==> run_1/clock_wires.png <==
Scale: 1.5 px per micron.
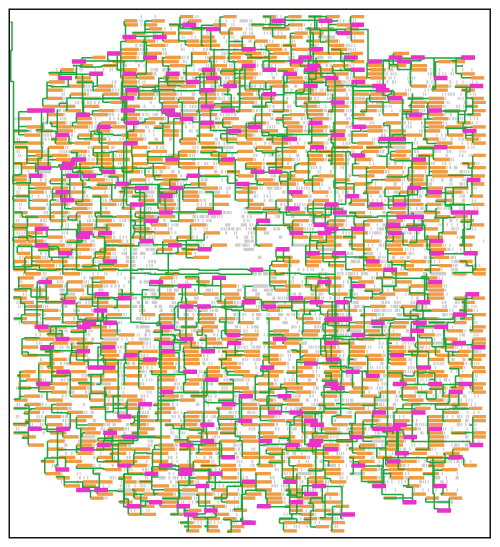
==> run_1/congestion_map.png <==
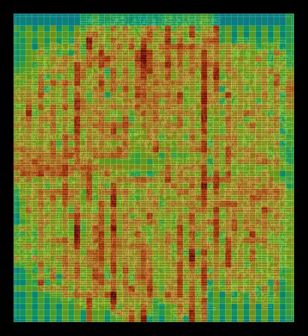
==> run_1/blocks.png <==
Scale: 1 px per micron. Other cells in gray.
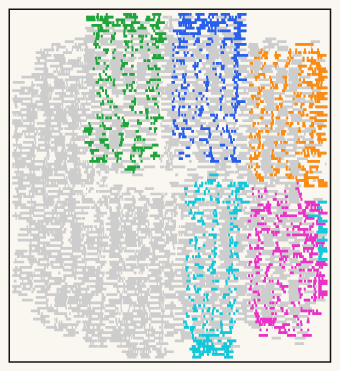
==> run_1/floorplan.png <==
Scale: 1 px per micron. Pins as bars on the die edge.
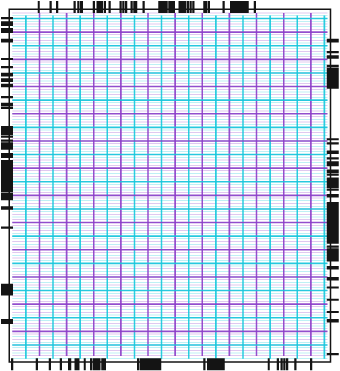
[config.mk]
export PLATFORM = sky130hd
export DESIGN_NAME = pe_skew_feeder
export DESIGN_NICKNAME = d
export VERILOG_FILES = /design/src/rtl/pe_feeder_pkg.sv /design/src/rtl/feeder_lane.sv /design/src/rtl/pe_skew_feeder.sv
export SDC_FILE = /design/constraint.sdc
export NUM_CORES = 1
export LEC_CHECK = 0
export ABC_AREA = 1
export CAP_MARGIN = 20
export CORE_ASPECT_RATIO = 1.1
export CORE_MARGIN = 2
export CORE_UTILIZATION = 48
export CTS_CLUSTER_DIAMETER = 30
export DETAILED_ROUTE_END_ITERATION = 6
export DONT_BUFFER_PORTS = 1
export HOLD_SLACK_MARGIN = 0.1
export SLEW_MARGIN = 5
export SYNTH_ARGS = -nofsm -noshare
export SYNTH_HDL_FRONTEND = slang
export SYNTH_HIERARCHICAL = 1
export SYNTH_SLANG_ARGS = --single-unit
[constraint.sdc]
create_clock -name clk -period 5.2 [get_ports clk]
set_input_delay 1.04 -clock clk [delete_from_list [all_inputs] [get_ports clk]]
set_output_delay 1.04 -clock clk [all_outputs]
set_load 0.005 [all_outputs]
[src/rtl/pe_feeder_pkg.sv]
// pe_feeder_pkg
//   Shared definitions for the skewed systolic-array feeder:
//     - default element width, lane count and per-lane depth
//     - FSM state encoding (IDLE, STREAM, DRAIN)
//   Optional feature macro used by the top: PE_FEEDER_DRAIN_WAIT_EN.
package pe_feeder_pkg;

    localparam int DATA_W_DEF = 16;
    localparam int LANES_DEF  = 8;
    localparam int DEPTH_DEF  = 4;

    typedef enum logic [1:0] {
        ST_IDLE   = 2'd0,
        ST_STREAM = 2'd1,
        ST_DRAIN  = 2'd2
    } state_e;

endpackage

[src/rtl/feeder_lane.sv]
// feeder_lane
//   One output lane of the skew feeder. Compares the shared stream counter
//   against this lane's window [LANE_IDX, LANE_IDX+DEPTH), muxes the matching
//   buffer entry onto its registered outputs and raises its done flag once the
//   window has been passed.
// Ports:
//   clk, rst_n        clock, asynchronous active-low reset
//   clear             stream accepted: zero outputs and done
//   step              advance one stream cycle using cnt
//   cnt               shared stream cycle counter
//   ent_act, ent_wgt  this lane's DEPTH buffer entries, entry k at [k*DATA_W +: DATA_W]
//   act, wgt          registered lane data (zero outside the window)
//   done              end-of-stream marker, sticky until clear or reset
module feeder_lane
    import pe_feeder_pkg::*;
#(
    parameter int DATA_W   = DATA_W_DEF,
    parameter int DEPTH    = DEPTH_DEF,
    parameter int LANE_IDX = 0,
    parameter int CNT_W    = 4
) (
    input  logic                    clk,
    input  logic                    rst_n,
    input  logic                    clear,
    input  logic                    step,
    input  logic [CNT_W-1:0]        cnt,
    input  logic [DEPTH*DATA_W-1:0] ent_act,
    input  logic [DEPTH*DATA_W-1:0] ent_wgt,
    output logic [DATA_W-1:0]       act,
    output logic [DATA_W-1:0]       wgt,
    output logic                    done
);

    // Counter value at which the window has just been passed.
    localparam logic [CNT_W-1:0] DONE_AT = CNT_W'(LANE_IDX + DEPTH);

    logic [DATA_W-1:0] act_d, act_q;
    logic [DATA_W-1:0] wgt_d, wgt_q;
    logic              done_d, done_q;

    always_comb begin
        act_d  = act_q;
        wgt_d  = wgt_q;
        done_d = done_q;
        if (clear) begin
            act_d  = '0;
            wgt_d  = '0;
            done_d = 1'b0;
        end else if (step) begin
            // Zero unless the counter sits inside this lane's window.
            act_d = '0;
            wgt_d = '0;
            for (int j = 0; j < DEPTH; j++) begin
                if (cnt == CNT_W'(LANE_IDX + j)) begin
                    act_d = ent_act[j*DATA_W +: DATA_W];
                    wgt_d = ent_wgt[j*DATA_W +: DATA_W];
                end
            end
            if (cnt == DONE_AT) begin
                done_d = 1'b1;
            end
        end
    end

    always_ff @(posedge clk or negedge rst_n) begin
        if (!rst_n) begin
            act_q  <= '0;
            wgt_q  <= '0;
            done_q <= 1'b0;
        end else begin
            act_q  <= act_d;
            wgt_q  <= wgt_d;
            done_q <= done_d;
        end
    end

    assign act  = act_q;
    assign wgt  = wgt_q;
    assign done = done_q;

endmodule

[src/rtl/pe_skew_feeder.sv]
// pe_skew_feeder
//   Buffers LANES*DEPTH activation/weight pairs and, on start, streams them to
//   a PE array with a one-cycle skew per lane: lane i emits entry i*DEPTH+k in
//   cycle T+1+i+k and raises done[i] in cycle T+1+i+DEPTH.
//   Optional feature macro: PE_FEEDER_DRAIN_WAIT_EN -- when defined, the end of
//   the stream waits in DRAIN for drain_done before returning to IDLE; when
//   undefined, the stream returns straight to IDLE and drain_done is ignored.
// Ports:
//   clk, rst_n            clock, asynchronous active-low reset
//   en                    global enable, low freezes everything
//   wr_en, wr_addr        buffer write strobe and entry index (lane*DEPTH + k)
//   wr_act, wr_wgt        data written at wr_addr
//   start                 one-cycle stream request (IDLE only)
//   drain_done            last-column done from the PE cluster
//   activations, weights  skewed lane data, lane i at [i*DATA_W +: DATA_W]
//   done                  per-lane end-of-stream markers
//   busy                  FSM not in IDLE
//   wr_err                one-cycle pulse for a write attempted while busy
//   dbg_state             current FSM state
module pe_skew_feeder
    import pe_feeder_pkg::*;
#(
    parameter int DATA_W = DATA_W_DEF,
    parameter int LANES  = LANES_DEF,
    parameter int DEPTH  = DEPTH_DEF
) (
    input  logic                          clk,
    input  logic                          rst_n,
    input  logic                          en,
    input  logic                          wr_en,
    input  logic [$clog2(LANES*DEPTH)-1:0] wr_addr,
    input  logic [DATA_W-1:0]             wr_act,
    input  logic [DATA_W-1:0]             wr_wgt,
    input  logic                          start,
    input  logic                          drain_done,
    output logic [LANES*DATA_W-1:0]       activations,
    output logic [LANES*DATA_W-1:0]       weights,
    output logic [LANES-1:0]              done,
    output logic                          busy,
    output logic                          wr_err,
    output state_e                        dbg_state
);

    localparam int ENTRIES = LANES * DEPTH;
    localparam int CNT_W   = $clog2(LANES + DEPTH);
    localparam logic [CNT_W-1:0] CNT_MAX = CNT_W'(LANES + DEPTH - 1);

    state_e            state_d, state_q;
    logic [CNT_W-1:0]  cnt_d, cnt_q;
    logic              wr_err_d, wr_err_q;
    logic              mem_we;
    logic              start_acc;
    logic              step;

    // Buffer has no reset: contents survive reset by design.
    logic [DATA_W-1:0] act_mem_q [ENTRIES];
    logic [DATA_W-1:0] wgt_mem_q [ENTRIES];

    always_comb begin
        state_d   = state_q;
        cnt_d     = cnt_q;
        wr_err_d  = wr_err_q;
        mem_we    = 1'b0;
        start_acc = 1'b0;
        step      = 1'b0;
        if (en) begin
            wr_err_d = wr_en && (state_q != ST_IDLE);
            unique case (state_q)
                ST_IDLE: begin
                    mem_we = wr_en;
                    if (start) begin
                        start_acc = 1'b1;
                        cnt_d     = '0;
                        state_d   = ST_STREAM;
                    end
                end
                ST_STREAM: begin
                    step = 1'b1;
                    if (cnt_q != CNT_MAX) begin
                        cnt_d = cnt_q + 1'b1;
                    end
                    // Leave one cycle after the last lane reports done.
                    if (done[LANES-1]) begin
`ifdef PE_FEEDER_DRAIN_WAIT_EN
                        state_d = ST_DRAIN;
`else
                        state_d = ST_IDLE;
`endif
                    end
                end
                ST_DRAIN: begin
`ifdef PE_FEEDER_DRAIN_WAIT_EN
                    if (drain_done) begin
                        state_d = ST_IDLE;
                    end
`else
                    state_d = ST_IDLE;
`endif
                end
                default: state_d = ST_IDLE;
            endcase
        end
    end

`ifndef PE_FEEDER_DRAIN_WAIT_EN
    logic unused_drain_done;
    assign unused_drain_done = drain_done;
`endif

    always_ff @(posedge clk or negedge rst_n) begin
        if (!rst_n) begin
            state_q  <= ST_IDLE;
            cnt_q    <= '0;
            wr_err_q <= 1'b0;
        end else begin
            state_q  <= state_d;
            cnt_q    <= cnt_d;
            wr_err_q <= wr_err_d;
        end
    end

    always_ff @(posedge clk) begin
        if (mem_we) begin
            act_mem_q[wr_addr] <= wr_act;
            wgt_mem_q[wr_addr] <= wr_wgt;
        end
    end

    for (genvar i = 0; i < LANES; i++) begin : g_lane
        logic [DEPTH*DATA_W-1:0] ent_act;
        logic [DEPTH*DATA_W-1:0] ent_wgt;

        for (genvar j = 0; j < DEPTH; j++) begin : g_ent
            assign ent_act[j*DATA_W +: DATA_W] = act_mem_q[i*DEPTH + j];
            assign ent_wgt[j*DATA_W +: DATA_W] = wgt_mem_q[i*DEPTH + j];
        end

        feeder_lane #(
            .DATA_W   (DATA_W),
            .DEPTH    (DEPTH),
            .LANE_IDX (i),
            .CNT_W    (CNT_W)
        ) u_lane (
            .clk     (clk),
            .rst_n   (rst_n),
            .clear   (start_acc),
            .step    (step),
            .cnt     (cnt_q),
            .ent_act (ent_act),
            .ent_wgt (ent_wgt),
            .act     (activations[i*DATA_W +: DATA_W]),
            .wgt     (weights[i*DATA_W +: DATA_W]),
            .done    (done[i])
        );
    end

    assign busy      = (state_q != ST_IDLE);
    assign wr_err    = wr_err_q;
    assign dbg_state = state_q;

endmodule

==> impl_metrics.csv, run 1 <==
group,metric,value,unit
placed_design,place_area,53900,sq um
synth,post_synth_most_frequent_cells,"1468 x sky130_fd_sc_hd__nand2_1, 1024 x sky130_fd_sc_hd__edfxtp_1, 685 x sky130_fd_sc_hd__nand3_1",
synth,postSynthRegisterBits,1294,
run_status,violations,"negative hold slack",
clock_tree,cts.root.buffer_cell,"sky130_fd_sc_hd__clkbuf_16",
global_routing,global_route.usage.total,0.255,
global_routing,grt_max_degree,271,
critical_path,worstPathBufferInverterCount,6,
timing,fin_hold_ws,-0.0973,ns
placed_design,hpwlAfterDp,76.9,mm
synth,ys_sh_aoi,0.0233,
critical_path,crit_path_cell_trace,"inv_1 -> nand3_1 -> buf_4 -> inv_2 -> buf_4 -> nor2_2 -> buf_4 -> nor2_4 -> nand2_1 -> inv_1 -> nand2_1 -> nand2_1",
synth,synthTopCellsByArea,"sky130_fd_sc_hd__edfxtp_1 58%, sky130_fd_sc_hd__dfrtp_1 13%, sky130_fd_sc_hd__nand2_1 10%",
synth,syn-instance-count,4615,
drt,routedWlPerCell,22.8,microns
power,p_sw,11700,uW
timing,timing.final.crit_share,0.661,
critical_path,worst_setup_path_startpoint,"dbg_state[0]$_DFFE_PN0P_",
synth,enable_flop_cells,1024,
finish,post_layout_nets,4753,
synth,synth_top_flop_cell,"sky130_fd_sc_hd__edfxtp_1",
finish,design_area,63100,sq um
clock_tree,maximum_root_to_sink_buffer_count,4,
clock_tree,clkLatencyLatePin,0.86,ns
synth,post_synth_instance_area,52600,sq um
synth,async_flop_share,0.209,
critical_path,cell_count_of_the_worst_reg_to_reg_path,12,
drt,vias_per_cell,5.42,
critical_path,cp_max_fo,33,
critical_path,worstSetupEndpointType,"register",
synth,yosys.cell_count.top_type,"sky130_fd_sc_hd__nand2_1",
power,pwr-share-clk,0.461,
power,power.share.combinational,0.186,
synth,ys_cells,4615,
placed_design,port-buffer-count,0,
drt,drt-initial-drc-count,3398,
synth,synth-simple-area-share,0.215,
power,p_int,25600,uW
timing,post_route_minimum_period,3.44,ns
critical_path,crit-reg2reg-launch,"dbg_state[0]$_DFFE_PN0P_",
clock_tree,clock_tree_from_tritoncts,"built",
global_routing,grt_antenna_before_repair,11,
timing,slew_violations,0,
synth,synth.cellmix.adderShare,0.000238,
clock_tree,post_cts.resized_instances,0,
job,number_of_openroad_warnings,33,
power,total_power,37300,uW
finish,post_route_cells_drive_above_1_share,0.131,
min_path,hold_crit_path_type,"primary input to async pin",
global_routing,grt_pass1_wl,211,mm
synth,ys_sh_mux,0,
clock_tree,clk_pin_slew_worst_paths,0.05,ns
timing,tightestPinTransition,1.12,ns
timing,rsz_0062_raised_after_global_routing,"false",
critical_path,cp_top_family,"buffers and inverters",
critical_path,timing.critical_path.to,"g_lane[2].u_lane/act[8]$_DFFE_PN0P_",
power,seq_power_share,0.353,
critical_path,crit_path_top_delay_cell,"sky130_fd_sc_hd__nor2_4",
finish,layout_overhead_on_the_synthesized_area,19.9,%
clock_tree,post-cts-setup-buffers,0,
synth,ys_sh_xor,0.000166,
drt,drt_first_pass_iters,5,
synth,yosysChipArea,52600,sq um
critical_path,crit_path_max_cell_delay,0.74,ns
synth,synthDominantAreaCellType,"sky130_fd_sc_hd__edfxtp_1",
synth,synth-seq-area-share,0.713,
power,leakagePower,0.0266,uW
job,number_of_maximum_capacitance_violations,0,
critical_path,worstSetupPathType,"register to register",
die,floorplan.io_pins,311,
clock_tree,cts-buffers-inserted,278,
finish,layout.area.comb,12900,sq um
timing,slew-limit-headroom,0.251,
drt,postRouteAntennaNets,0,
run_status,status,"finished, violations left",
synth,syn_area_per_cell,11.4,sq um
die,fp-utilization,0.483,
global_routing,globalRouteOverflowTotal,0,
critical_path,cp_data_arrival_time,4.21,ns
finish,area_of_all_sequential_standard_cells,37500,sq um
finish,layout_top_registers,"act_mem_q: 512 flops, wgt_mem_q: 512 flops",
power,power_switching_share,0.313,
critical_path,cp.depth,12,
timing,setup-violations-final,0,
synth,netlist_logic_family_top,"simple AND/OR/NAND/NOR gates",
synth,floorplan.nets,4659,
timing,f_max,0.291,GHz
critical_path,timing.critical_path.from_type,"register",
timing,hold_violation_count_in_the_final_report,231,
placed_design,routabilityCongestion,0.771,
drt,routed-via-count,34288,
critical_path,regToRegEndpoint,"g_lane[2].u_lane/act[8]$_DFFE_PN0P_",
die,row_count,127,
critical_path,critPathRequiredTime,5.97,ns
power,cellPowerDensity,591,nW/um^2
clock_tree,clkSinkCount,1294,
synth,yosysUniqueCellTypes,34,
finish,num-fill-cells,8717,
drt,wl,144,mm
timing,totalNegativeSetupSlack,0,ns
global_routing,grt_pass1_vias,33062,
clock_tree,cts-htree-levels,5,
synth,synth_warnings,6,
critical_path,reg2reg_slack,1.76,ns
drt,drc,0,
synth,synth_largest_type_area_fraction,0.584,
Back to the opening pictures, clock_wires.png:
- flip-flops: orange (count 1294)
- clock wires: green (length 17700 microns)
- clock-net drivers: magenta (count 278)
- routed clock nets: 279
- flops lie: widely spread
Clock group: 17200 uW
Fin Clk Skew: 0.0477 ns

Back to the opening pictures, congestion_map.png:
M3 GR Usage: 0.0708
global-route layer with the greatest usage: met2
post-layout util: 0.580
met2 track demand over resource: 0.405
met1 global-route usage: 0.335

Back to the opening pictures, blocks.png:
- `g_lane[2].u_lane`: magenta (cells 436)
- `g_lane[7].u_lane`: green (cells 407)
- `g_lane[6].u_lane`: orange (cells 452)
- `g_lane[3].u_lane`: blue (cells 405)
- `g_lane[5].u_lane`: cyan (cells 408)
filler-free cell count of the finished design: 6327
Die Outline Area: 112000 sq um

Back to the opening pictures, floorplan.png:
- VSS: cyan
- VDD: purple
- met5 straps: 25
- signal pins: 311
die extent in x: 320 microns
placeable core area: 109000 sq um
maximum resistive drop on vdd: 0.356 mV
height of the chip: 351 microns

## run 1: power groups by stage
| stage | Clock [uW] | Sequential (uW) | Combinational [uW] |
|---|---|---|---|
| 6_report | 17200 | 13200 | 6910 |
| 5_1_grt | 17900 | 13300 | 7740 |
| 3_5_place_dp | 0 | 13400 | 6920 |
| 4_1_cts | 17400 | 13200 | 6960 |
| 2_1_floorplan | 0 | 12900 | 5280 |
| 3_3_place_gp | 0 | 13400 | 6810 |
## run 1: per-stage QoR
step / instances / setup WS, ns
global route: 6326 / 1.57
finish: 6327 / 1.76
global placement: 5847 / 1.50
floorplan: 4615 / 1.87
CTS: 6325 / 1.72
detailed placement: 5847 / 1.47
## run 1: placed cells by master, fill, tap and decap left out, drive strengths merged
master / n
nand2: 1473
edfxtp: 1024
nand3: 696
inv: 342
clkbuf: 336
dfrtp: 270
nand3b: 175
nor2: 175
o21ai: 155
buf: 70
clkinv: 68
o211ai: 53
bufinv: 32
clkinvlp: 21
a31oi: 6
a21oi: 3
nand4: 2
nor3: 2
diode: 1
or2: 1
xnor2: 1
ha: 1
conb: 1
## run 1: per-layer routing
layer / vias to the layer above / share of wire / wire [microns]
met2: 1358 / 0.47 / 67900
li1: 15949 / - / -
met4: 0 / 0.031 / 4510
met1: 16740 / 0.41 / 58600
met3: 241 / 0.093 / 13500
met5: - / 0 / 0
## run 1: area by class of cell
type	instances	share of cell area
Sequential cell	1294	0.595
Multi-Input combinational cell	2744	0.204
Clock buffer	336	0.119
Tap cell	1419	0.0281
Clock inverter	142	0.0268
Inverter	321	0.0191
Timing Repair Buffer	70	0.00853
Antenna cell	1	0.0000397
## run 1: cells by family after synthesis
group,count (synthesis)
buf+inv,577
xor+xnor,1
simple gates,2524
other cells,1
flops,1294
compound gates,217
fa+ha+maj,1
==> run_1/ff_map.png <==
Scale: 1.5 px per micron. Other sequential cells in the stronger gray, the rest of the logic in the fainter gray.
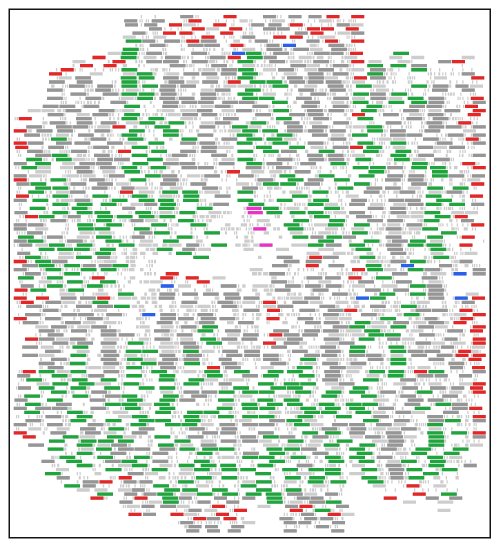

==> run 2, diff against run 1 <==
clock period = 3.4 ns   (was 5.2 ns; I/O delays follow)
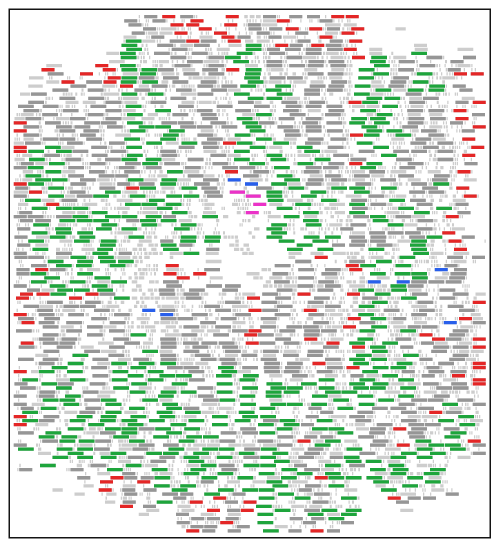
(run_2/ff_map.png)
Scale: 1.5 px per micron. Other sequential cells in the stronger gray, the rest of the logic in the fainter gray.
- `g_lane.u_lane/wgt`: red (sequential cells 128; where widely spread)
- `act_mem_q`: green (sequential cells 512; where widely spread)
- `g_lane.u_lane/done`: blue (sequential cells 8)
- `cnt_q`: magenta (sequential cells 4)
- not colored: 642

==> run 2 against run 1 <==
  * The run still ends with negative hold slack left
  * Largest power group unchanged
  * Largest cell class unchanged
  * Critical endpoint is now g_lane[0].u_lane/wgt[11]$_DFFE_PN0P_
  * Routed wire length fell by 0.96%
  * Critical path type unchanged
  * Cell count rose by 0.85%
  * Clock skew fell by 0.016 ns
==> impl_metrics.csv, run 2 <==
group,metric,value,unit
critical_path,critPathRequiredTime,4.09,ns
global_routing,grt_pass1_vias,33546,
clock_tree,clkLatencyLatePin,0.83,ns
synth,async_flop_share,0.209,
drt,postRouteAntennaNets,0,
timing,clock_skew,0.0315,ns
synth,synth.cellmix.adderShare,0.000238,
synth,ys_sh_aoi,0.0233,
synth,synth_warnings,6,
timing,tightestPinTransition,0.955,ns
synth,synth_top_flop_cell,"sky130_fd_sc_hd__edfxtp_1",
die,fp-utilization,0.483,
synth,ys_sh_xor,0.000166,
finish,final_layout_top_logic_cell,"sky130_fd_sc_hd__nand2_1",
finish,layout_top_cells,"1468 x sky130_fd_sc_hd__nand2_1, 1024 x sky130_fd_sc_hd__edfxtp_1, 685 x sky130_fd_sc_hd__nand3_1",
synth,post_synth_most_frequent_cells,"1468 x sky130_fd_sc_hd__nand2_1, 1024 x sky130_fd_sc_hd__edfxtp_1, 685 x sky130_fd_sc_hd__nand3_1",
power,power.share.combinational,0.198,
finish,post_layout_nets,4784,
timing,hold_violation_count_in_the_final_report,270,
power,seq_power_share,0.361,
placed_design,dp_cells,5884,
placed_design,routabilityCongestion,0.783,
power,p_int,37700,uW
die,floorplan.die_area,112000,sq um
run_status,violations,"negative hold slack",
clock_tree,post-cts-setup-buffers,0,
timing,timing.final.crit_share,0.781,
synth,yosysChipArea,52600,sq um
finish,final-instance-count-excl-fill,6381,
timing,f_max,0.377,GHz
power,leakagePower,0.0269,uW
clock_tree,maximum_root_to_sink_buffer_count,3,
synth,yosys.cell_count.top_type,"sky130_fd_sc_hd__nand2_1",
critical_path,reg2reg_slack,0.75,ns
synth,synth-seq-area-share,0.713,
synth,postSynthRegisterBits,1294,
finish,layout_overhead_on_the_synthesized_area,20.8,%
drt,routed-via-count,34065,
global_routing,globalRouteOverflowTotal,0,
synth,synthTopCellsByArea,"sky130_fd_sc_hd__edfxtp_1 58%, sky130_fd_sc_hd__dfrtp_1 13%, sky130_fd_sc_hd__nand2_1 10%",
die,core_area,109000,sq um
power,peakVddDrop,0.660,mV
synth,ys_sh_mux,0,
synth,synth-simple-area-share,0.215,
critical_path,cp_max_fo,69,
power,power_switching_share,0.327,
finish,num-fill-cells,8596,
power,cellPowerDensity,882,nW/um^2
critical_path,crit-reg2reg-launch,"cnt_q[3]$_DFFE_PN0P_",
synth,ys_cells,4615,
timing,slew_violations,0,
critical_path,cell_count_of_the_worst_reg_to_reg_path,7,
timing,post_route_minimum_period,2.65,ns
clock_tree,post_cts.resized_instances,0,
die,die_h,351,microns
synth,floorplan.nets,4659,
run_status,status,"finished, violations left",
power,p_sw,18300,uW
finish,layout_top_registers,"act_mem_q: 512 flops, wgt_mem_q: 512 flops",
synth,synth_largest_type_area_fraction,0.584,
job,number_of_openroad_warnings,33,
drt,drt-initial-drc-count,3011,
timing,fin_hold_ws,-0.411,ns
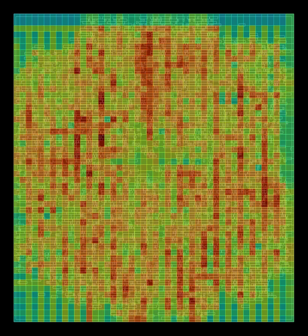
(run_2/congestion_map.png)
M3 GR Usage: 0.0744
post-layout util: 0.584
Global Route Usage Sum: 0.255
met2 track demand over resource: 0.415
WL/cell: 22.4 microns

[run 2: through the flow]
step	hold WS [ns]	power, uW	instance area [sq um]
floorplan	0.384	27800	52600
global placement	0.402	31100	54200
detailed placement	0.402	31200	54200
CTS	-0.473	56400	63500
global route	-0.456	58600	63500
finish	-0.411	56000	63600
[run 2: worst max-delay path, cell delays in order (launching register included)]
cell and delay [ns]:
sky130_fd_sc_hd__dfrtp_1 0.72, sky130_fd_sc_hd__nor2_4 0.26, sky130_fd_sc_hd__buf_4 0.60, sky130_fd_sc_hd__nand2_1 0.50
sky130_fd_sc_hd__nor2_1 0.21, sky130_fd_sc_hd__nor2_1 0.07, sky130_fd_sc_hd__nand2_1 0.10, sky130_fd_sc_hd__nand2_1 0.06
[run 2: layer usage]
layer  global-route usage  up-vias  part of all wire
met5                    0        -                 0
met4               0.0776        0             0.020
met3               0.0744      181             0.090
met2                0.415     1151              0.48
met1                0.333    16695              0.41
li1                     -    16038                 -
[run 2: power by group through the flow]
stage / Combinational [uW] / Clock (uW) / Sequential (uW)
global route: 12400 / 25800 / 20400
CTS: 11200 / 25000 / 20300
floorplan: 8070 / 0 / 19700
global placement: 10600 / 0 / 20500
detailed placement: 10700 / 0 / 20500
finish: 11100 / 24700 / 20200
[run 2: final cells by class]
class / count / area (sq um) / share of cell area
antenna: 3 / 7.51 / 0.000118
clock buffer: 305 / 6560 / 0.103
clock inverter: 155 / 2070 / 0.0326
inverter: 321 / 1210 / 0.0190
multi-input combinational: 2744 / 12800 / 0.202
sequential: 1294 / 37500 / 0.590
tap: 1419 / 1780 / 0.0279
timing repair buffer: 140 / 1580 / 0.0248
Power figures rest on the tool's default switching activity, not on a simulated workload.
